### src/rtl/encrypt_pipe_xor_rotate_pkg.sv
// Shared types and widths for the final XOR/rotate encrypt stage.
// Key selection enum, fixed widths and the key rotation/mux helpers.
package encrypt_config;

   localparam int ROT_CNT_W = 3;
   localparam int BYTE_W    = 8;

   typedef enum logic [1:0] {
      KEY1 = 2'd0,
      KEY2 = 2'd1,
      KEY3 = 2'd2
   } key_sel_t;

   function automatic key_sel_t next_key(input key_sel_t cur);
      case (cur)
         KEY1:    return KEY2;
         KEY2:    return KEY3;
         default: return KEY1;
      endcase
   endfunction

   // Unused encoding 3 falls back to k1 so the datapath never sees an undefined key.
   function automatic logic [BYTE_W-1:0] key_mux(
      input key_sel_t          sel,
      input logic [BYTE_W-1:0] k1,
      input logic [BYTE_W-1:0] k2,
      input logic [BYTE_W-1:0] k3
   );
      case (sel)
         KEY2:    return k2;
         KEY3:    return k3;
         default: return k1;
      endcase
   endfunction

endpackage

### src/rtl/encrypt_pipe_xor_rotate_key_sched.sv
// Key rotation scheduler: three-state key FSM plus per-key byte counter.
// key_sel is the key for the byte accepted this cycle; it updates on the edge after adv.
module encrypt_key_sched
   import encrypt_config::*;
(
   input  logic                 clk,
   input  logic                 rst,
   input  logic                 adv,
   input  logic [ROT_CNT_W-1:0] rot_freq,
   output key_sel_t             key_sel
);

   key_sel_t             state_q, state_d;
   logic [ROT_CNT_W-1:0] cnt_q, cnt_d;
   logic                 rot_hit;

   // Compared one bit wider so cnt = 7 plus one never wraps back below rot_freq.
   assign rot_hit = ({1'b0, cnt_q} + 4'd1) >= {1'b0, rot_freq};

   always_comb begin
      state_d = state_q;
      cnt_d   = cnt_q;
      case (state_q)
         KEY1, KEY2, KEY3: begin
            if (adv && (rot_freq != '0)) begin
               if (rot_hit) begin
                  state_d = next_key(state_q);
                  cnt_d   = '0;
               end else begin
                  cnt_d = cnt_q + 1'b1;
               end
            end
         end
         default: state_d = KEY1;
      endcase
   end

   always_ff @(posedge clk) begin
      if (rst) begin
         state_q <= KEY1;
         cnt_q   <= '0;
      end else begin
         state_q <= state_d;
         cnt_q   <= cnt_d;
      end
   end

   assign key_sel = state_q;

endmodule

### src/rtl/encrypt_pipe_xor_rotate.sv
// Final encrypt stage: XOR byte with rotating key k1/k2/k3, one registered cycle, no backpressure.
// Optional ENCRYPT_XOR_CHAIN_EN folds the previous ciphertext into the key (chain register).
module encrypt_pipe_xor_rotate
   import encrypt_config::*;
(
   input  logic                 clk,
   input  logic                 rst,
   input  logic                 en,
   input  logic                 mode,
   input  logic [BYTE_W-1:0]    din,
   input  logic [BYTE_W-1:0]    k1,
   input  logic [BYTE_W-1:0]    k2,
   input  logic [BYTE_W-1:0]    k3,
   input  logic [ROT_CNT_W-1:0] rot_freq,
   output logic [BYTE_W-1:0]    data_out,
   output logic                 en_out,
   output logic                 mode_out,
   output logic [1:0]           key_sel_out
);

   logic              accept;
   key_sel_t          key_sel;
   logic [BYTE_W-1:0] key_raw;
   logic [BYTE_W-1:0] key_eff;
   logic [BYTE_W-1:0] cipher;

   logic [BYTE_W-1:0] data_q, data_d;
   logic              en_q;
   logic              mode_q;
   key_sel_t          key_sel_q;

   assign accept = en && mode;

   encrypt_key_sched u_key_sched (
      .clk      (clk),
      .rst      (rst),
      .adv      (accept),
      .rot_freq (rot_freq),
      .key_sel  (key_sel)
   );

   assign key_raw = key_mux(key_sel, k1, k2, k3);

`ifdef ENCRYPT_XOR_CHAIN_EN
   logic [BYTE_W-1:0] chain_q, chain_d;

   assign key_eff = key_raw ^ chain_q;

   always_comb begin
      chain_d = chain_q;
      if (accept) begin
         chain_d = cipher;
      end
   end

   always_ff @(posedge clk) begin
      if (rst) begin
         chain_q <= '0;
      end else begin
         chain_q <= chain_d;
      end
   end
`else
   assign key_eff = key_raw;
`endif

   assign cipher = din ^ key_eff;

   always_comb begin
      data_d = '0;
      if (en) begin
         data_d = mode ? cipher : din;
      end
   end

   // key_sel is captured every cycle so the reported key always matches data_out.
   always_ff @(posedge clk) begin
      if (rst) begin
         data_q    <= '0;
         en_q      <= 1'b0;
         mode_q    <= 1'b0;
         key_sel_q <= KEY1;
      end else begin
         data_q    <= data_d;
         en_q      <= en;
         mode_q    <= mode;
         key_sel_q <= key_sel;
      end
   end

   assign data_out    = data_q;
   assign en_out      = en_q;
   assign mode_out    = mode_q;
   assign key_sel_out = key_sel_q;

endmodule

### config.mk
export PLATFORM = sky130hd
export DESIGN_NAME = encrypt_pipe_xor_rotate
export DESIGN_NICKNAME = d
export VERILOG_FILES = /design/src/rtl/encrypt_pipe_xor_rotate_pkg.sv /design/src/rtl/encrypt_pipe_xor_rotate_key_sched.sv /design/src/rtl/encrypt_pipe_xor_rotate.sv
export SDC_FILE = /design/constraint.sdc
export NUM_CORES = 1
export LEC_CHECK = 0
export CORE_MARGIN = 5
export CORE_UTILIZATION = 39
export CTS_CLUSTER_SIZE = 25
export DETAILED_ROUTE_END_ITERATION = 6
export GPL_ROUTABILITY_DRIVEN = 0
export HOLD_SLACK_MARGIN = 0.03
export PLACE_DENSITY = 0.78
export SYNTH_ARGS = -nofsm -noshare
export SYNTH_HDL_FRONTEND = slang
export SYNTH_SLANG_ARGS = --single-unit
### constraint.sdc
create_clock -name clk -period 2.35 [get_ports clk]
set_input_delay 0.47 -clock clk [delete_from_list [all_inputs] [get_ports clk]]
set_output_delay 0.47 -clock clk [all_outputs]
set_load 0.05 [all_outputs]
### Signal wires on met1, run 1

Scale bar: 20 um. Supply wires on this layer in grey.
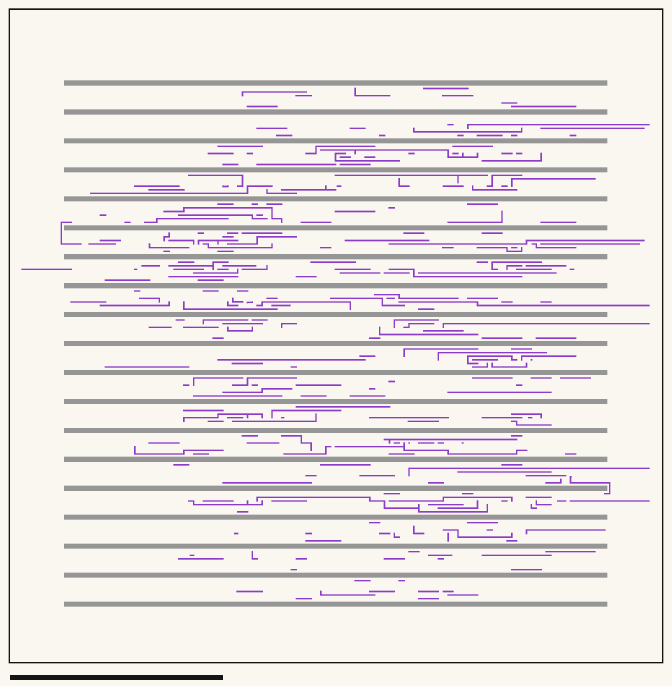
main direction: horizontal
share of all routed wire: 41%
wire length on this layer: 1090 um
nets with wire on the layer: 171
longest straight run: 22.5 um

### Congestion heat map, run 1

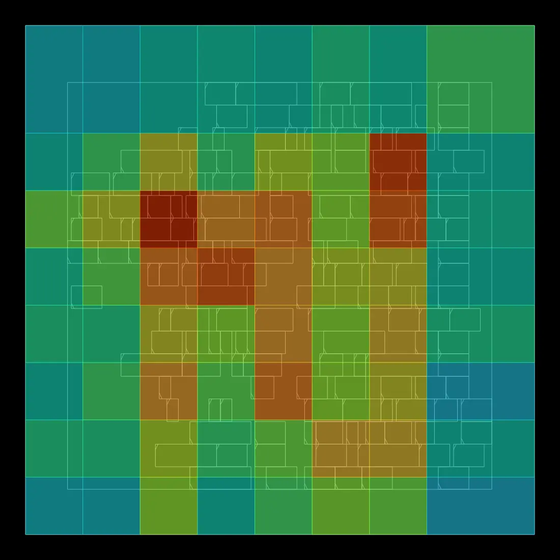
most used routing layer: met2
WL/cell: 14.2 um
met1 track demand over resource: 17.1%

### The metal 2 layer, run 1

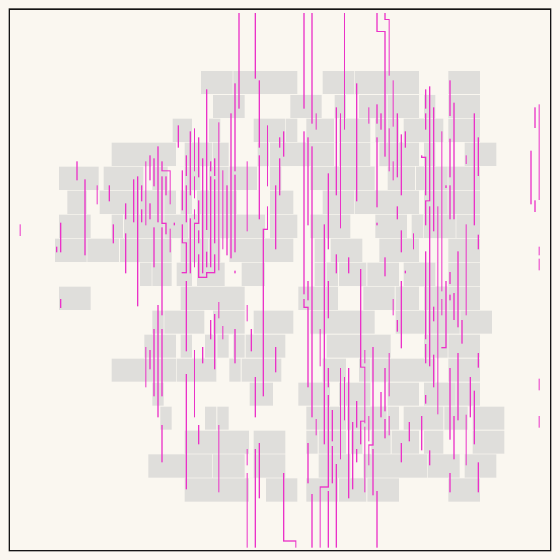
share of all routed wire: 46%
main direction: vertical

==> GITHUB_STEP_SUMMARY, run 1 <==
## PnR job results

| Metric | Value |
|---|---|
| Status | finished, final reports clean |
| Final setup fails | 0 |
| Post-Place Setup Slack | 0.148 ns |
| Detailed-route via count | 928 |
| First-pass GRT wire length | 4.21 mm |
| DP Area | about 1500 um^2 |
| Mapped Avg Cell Area | 9.49 um^2 |
| Total Power | about 670 uW |
| Ant. Diodes | 0 |
| Worst-path cell chain | ha_1 > xor2_1 > ha_1 > a21o_1 > a31oi_2 > a21oi_1 > mux2i_1 |
| Crit path DAT | 2.14 ns |
| Hold WC Path Type | flip-flop to flip-flop |
| Synth area leader | dfxtp_1 |
| Initial antenna violation count | 0 |
| Slowest cell on crit path | dfxtp_1 |
| Netlist Area Pre-Place | 1020 um^2 |
| Total GRT Usage | 14.8% |
| Final Cycle Share | 83.5% |
| Most frequent cell after synthesis | nor2_1 |
| Max-cap violation count | 0 |
| Yosys warning count | 0 |
| Worst path max stage delay | 0.43 ns |
| Ys cells | between 100 and 150 |
| Clock buffer count from CTS | 3 |
| Row cnt | 18 |
| Relative slew slack | 56.3% |
| Top cells, area | dfxtp_1 33%, ha_1 11%, a211oi_2 9.8% |
| CP dominant cell by count | ha_1 |
| Post-synth EDFFs | 0 |
| Crit path max fanout | 5 |
| Tool warnings | 30 |
| Met2 usage | 26.4% |
| Die Wd | 61.3 um |
| Antenna Violating Nets Remaining | 0 |
| Routed WL | around 2.6 mm |
| CTS H-tree lvls | 1 |
| Top FF cell, synth | dfxtp_1 |
| Via density | roughly 5 |
| Setup Skew | around 0.0021 ns |
| Async SR Flop Fraction | 0% |
| Fin. max-slew vios | 0 |
| Hold buffers post-CTS | 0 |
| PortBufs | 50 |
-- run 1: layout by cell type (no fill, tap or decap), drive strengths merged, types with 2 or more instances in the layout --
master / synthesis / layout
clkbuf: 1 / 4
nand4b: 2 / 2
inv: 6 / 6
a22oi: 8 / 8
a211oi: 8 / 8
mux2i: 2 / 2
dfxtp: 17 / 17
a21oi: 3 / 3
xnor2: 8 / 8
a31oi: 2 / 2
nand2: 7 / 7
clkdlybuf4s50: 0 / 50
nor2: 21 / 21
ha: 9 / 9
-- run 1: flip-flops by register name, indices dropped and copies added (netlist names) --
signal / count
data_out: 8
key_sel_out: 2
mode_out: 1
u_key_sched.key_sel: 2
en_out: 1
u_key_sched.cnt_q: 3
-- run 1: worst register-to-register path, delay by kind of cell (launching register included) --
kind,cells,cell delay [ns]
multiplexers,1,0.14
flip-flops,1,0.43
AND-OR/OR-AND,3,0.60
XOR/XNOR,1,0.18
adder cells (fa/ha/maj),2,0.51
-- run 1: per-layer routing --
metal | vias to the layer above | share of wire [%]
met5 | - | 0
met4 | 0 | 0.34
met3 | 2 | 12
met2 | 45 | 46
met1 | 413 | 41
li1 | 468 | -
-- run 1: final cells by class --
cell class	count	area (um^2)	share of cell area (%)
Clock buffer	4	26.3	1.72
Inverter	6	22.5	1.48
Multi-Input combinational cell	79	597	39.2
Sequential cell	17	340	22.3
Tap cell	30	37.5	2.46
Timing Repair Buffer	50	500	32.8
-- run 1: power breakdown --
group          switching (uW)  internal, uW  total, uW
registers                6.08           301        307
clock network            88.9          65.8        155
logic                     101           110        211
total                     196           476        673
-- run 1: path summary, 6_finish.rpt --
check / startpoint / endpoint / slack, ns / cells after the start
min: u_key_sched.cnt_q[1]$_SDFFE_PP0P_ / u_key_sched.cnt_q[1]$_SDFFE_PP0P_ / 0.50 / 2
min reg2reg: u_key_sched.cnt_q[1]$_SDFFE_PP0P_ / u_key_sched.cnt_q[1]$_SDFFE_PP0P_ / 0.50 / 2
max reg2reg: u_key_sched.cnt_q[0]$_SDFFE_PP0P_ / u_key_sched.key_sel[0]$_SDFFE_PP0P_ / 0.39 / 7
max: u_key_sched.cnt_q[0]$_SDFFE_PP0P_ / u_key_sched.key_sel[0]$_SDFFE_PP0P_ / 0.39 / 7
-- run 1: logic make-up (layout without fill, tap and decap cells) --
group | Yosys count | after routing | share of synthesized area (%)
simple gates | 36 | 36 | 16.4
compound gates | 23 | 23 | 21.2
flops | 17 | 17 | 33.2
buf+inv | 12 | 60 | 8.55
fa+ha+maj | 9 | 9 | 11.0
xor+xnor | 9 | 9 | 7.69
mux | 2 | 2 | 1.95
-- run 1: through the flow --
stage	utilization [%]	hold WS (ns)	cells
global route	61.0	0.552	186
floorplan	-	0.449	108
global placement	59.9	0.463	182
detailed placement	59.9	0.481	182
CTS	61.0	0.496	186
finish	61.0	0.496	186
==> run 2, diff against run 1 <==
clock period = 1.9 ns   (was 2.35 ns; I/O delays follow)
### The metal 2 layer, run 2

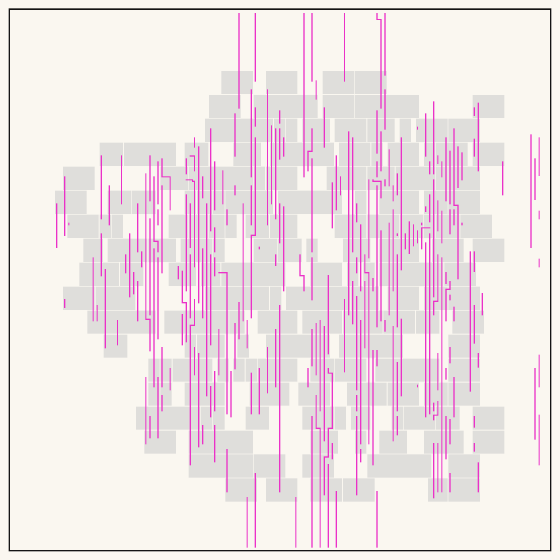
nets with wire on the layer: 181
share of all routed wire: 48%
detailed-route via count: 986
Routed WL: 2.90 mm
met2 usage: 28.5%

### Signal wires on met1, run 2

Scale bar: 20 um. Supply wires on this layer in grey.
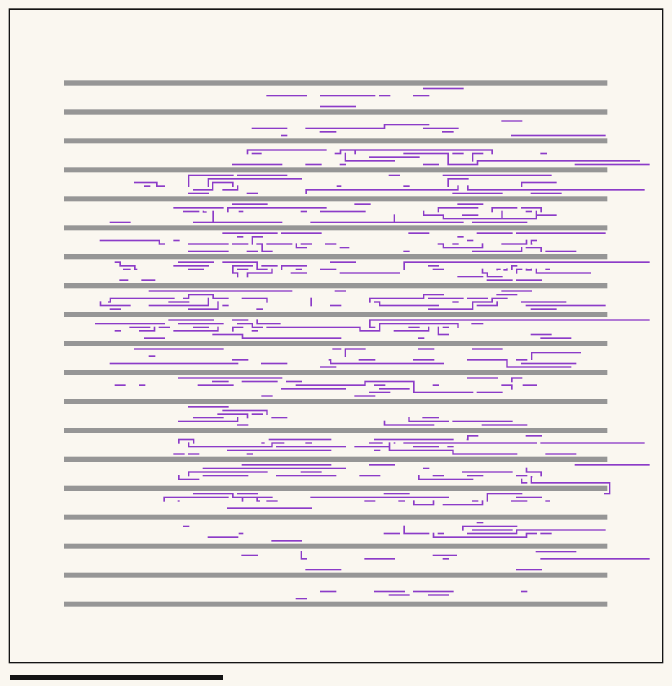
wire length on this layer: 1140 um
nets with wire on the layer: 179
longest straight run: 26.2 um
share of all routed wire: 39%
met1 track demand over resource: 16.5%

==> GITHUB_STEP_SUMMARY, run 2 <==
## PnR job results

| Metric | Value |
|---|---|
| Status | finished, final reports clean |
| First-pass GRT wire length | 4.24 mm (+0.81%) |
| Most frequent cell after synthesis | nor2_1 |
| Worst-path cell chain | clkdlybuf4s50_1 |
| Yosys warning count | 0 (unchanged) |
| Hold path endpoint | u_key_sched.cnt_q[1]$_SDFFE_PP0P_ |
| Netlist Area Pre-Place | 1020 um^2 (unchanged) |
| Max-cap violation count | 0 (unchanged) |
| Top cell excl fill/tap | clkdlybuf4s50_1 |
| Crit path max fanout | 1 (-4) |
| Worst reg2reg endpoint | u_key_sched.cnt_q[2]$_SDFFE_PP0P_ |
| DP Cell Count | 187 (+2.7%) |
| Final setup fails | 0 (unchanged) |
| Row cnt | 18 (unchanged) |
| Post-Layout Cell Count | 192 (+3.2%) |
| R2R depth | 7 (unchanged) |
| Total GRT Usage | 15.1% (+0.34 points) |
| Post-synth EDFFs | 0 (unchanged) |
| Fin. max-slew vios | 0 (unchanged) |
| Clock buffer count from CTS | 3 (unchanged) |
| Max reg flops | 8 (unchanged) |
run 2: cell counts after synthesis:
No cell type changed its count.
run 2: routing by layer:
layer  track usage [%]  share of wire (%)  up-vias
met5                 0                  0        -
met4              3.72                1.2        0
met3              4.19                 11        6
met2              28.5                 48       46
met1              16.5                 39      453
li1                  -                  -      481
run 2: final cells by class:
class	count	area, um^2	area share, %
clock buffers	4	26.3	1.64
inverters	6	22.5	1.41
multi-input cells	79	612	38.3
flip-flops and latches	17	342	21.4
well taps	30	37.5	2.35
repair buffers	56	558	34.9
run 2: where the power goes:
part | switching (uW) | internal (uW)
registers | 6.44 | 372
logic | 134 | 150
clock network | 108 | 81.4
total | 249 | 603
run 2: worst reg2reg max path: stages, from the launching register on:
cell,delay (ns)
dfxtp_2,0.36
ha_2,0.20
xor2_1,0.17
ha_1,0.27
a21o_1,0.19
a31oi_4,0.22
nand4b_1,0.14
a31oi_1,0.16
run 2: what timing repair did:
action,4_1_cts,5_1_grt
endpoints found under the setup margin,2,4
setup buffers,0,1
pin swaps,0,1
resized,1,3
run 2: logic make-up (layout without fill, tap and decap cells):
| kind of cell | after synthesis | count (layout) | share of synthesized area [%] |
|---|---|---|---|
| buf+inv | 12 | 66 | 8.55 |
| compound gates | 23 | 23 | 21.2 |
| fa+ha+maj | 9 | 9 | 11.0 |
| xor+xnor | 9 | 9 | 7.69 |
| mux | 2 | 2 | 1.95 |
| flops | 17 | 17 | 33.2 |
| simple gates | 36 | 36 | 16.4 |
run 2: worst max path at each step:
| stage | cells past startpoint | end | from |
|---|---|---|---|
| floorplan | 7 | u_key_sched.key_sel[0]$_SDFFE_PP0P_ | u_key_sched.cnt_q[0]$_SDFFE_PP0P_ |
| global placement | 7 | u_key_sched.key_sel[1]$_SDFFE_PP0P_ | rot_freq[2] |
| detailed placement | 7 | u_key_sched.key_sel[1]$_SDFFE_PP0P_ | rot_freq[2] |
| CTS | 7 | u_key_sched.key_sel[1]$_SDFFE_PP0P_ | u_key_sched.cnt_q[1]$_SDFFE_PP0P_ |
| global route | 7 | u_key_sched.cnt_q[2]$_SDFFE_PP0P_ | u_key_sched.cnt_q[0]$_SDFFE_PP0P_ |
| finish | 1 | data_out[4] | data_out[4]$_SDFF_PP0_ |
run 2: stage by stage:
| stage | setup WS, ns | util, % |
|---|---|---|
| floorplan | 0.156 | - |
| CTS | 0.000243 | 63.3 |
| detailed placement | -0.223 | 61.9 |
| finish | 0.101 | 63.9 |
| global placement | -0.113 | 61.9 |
| global route | 0.0184 | 63.9 |
Power and IR drop assume default switching activity.
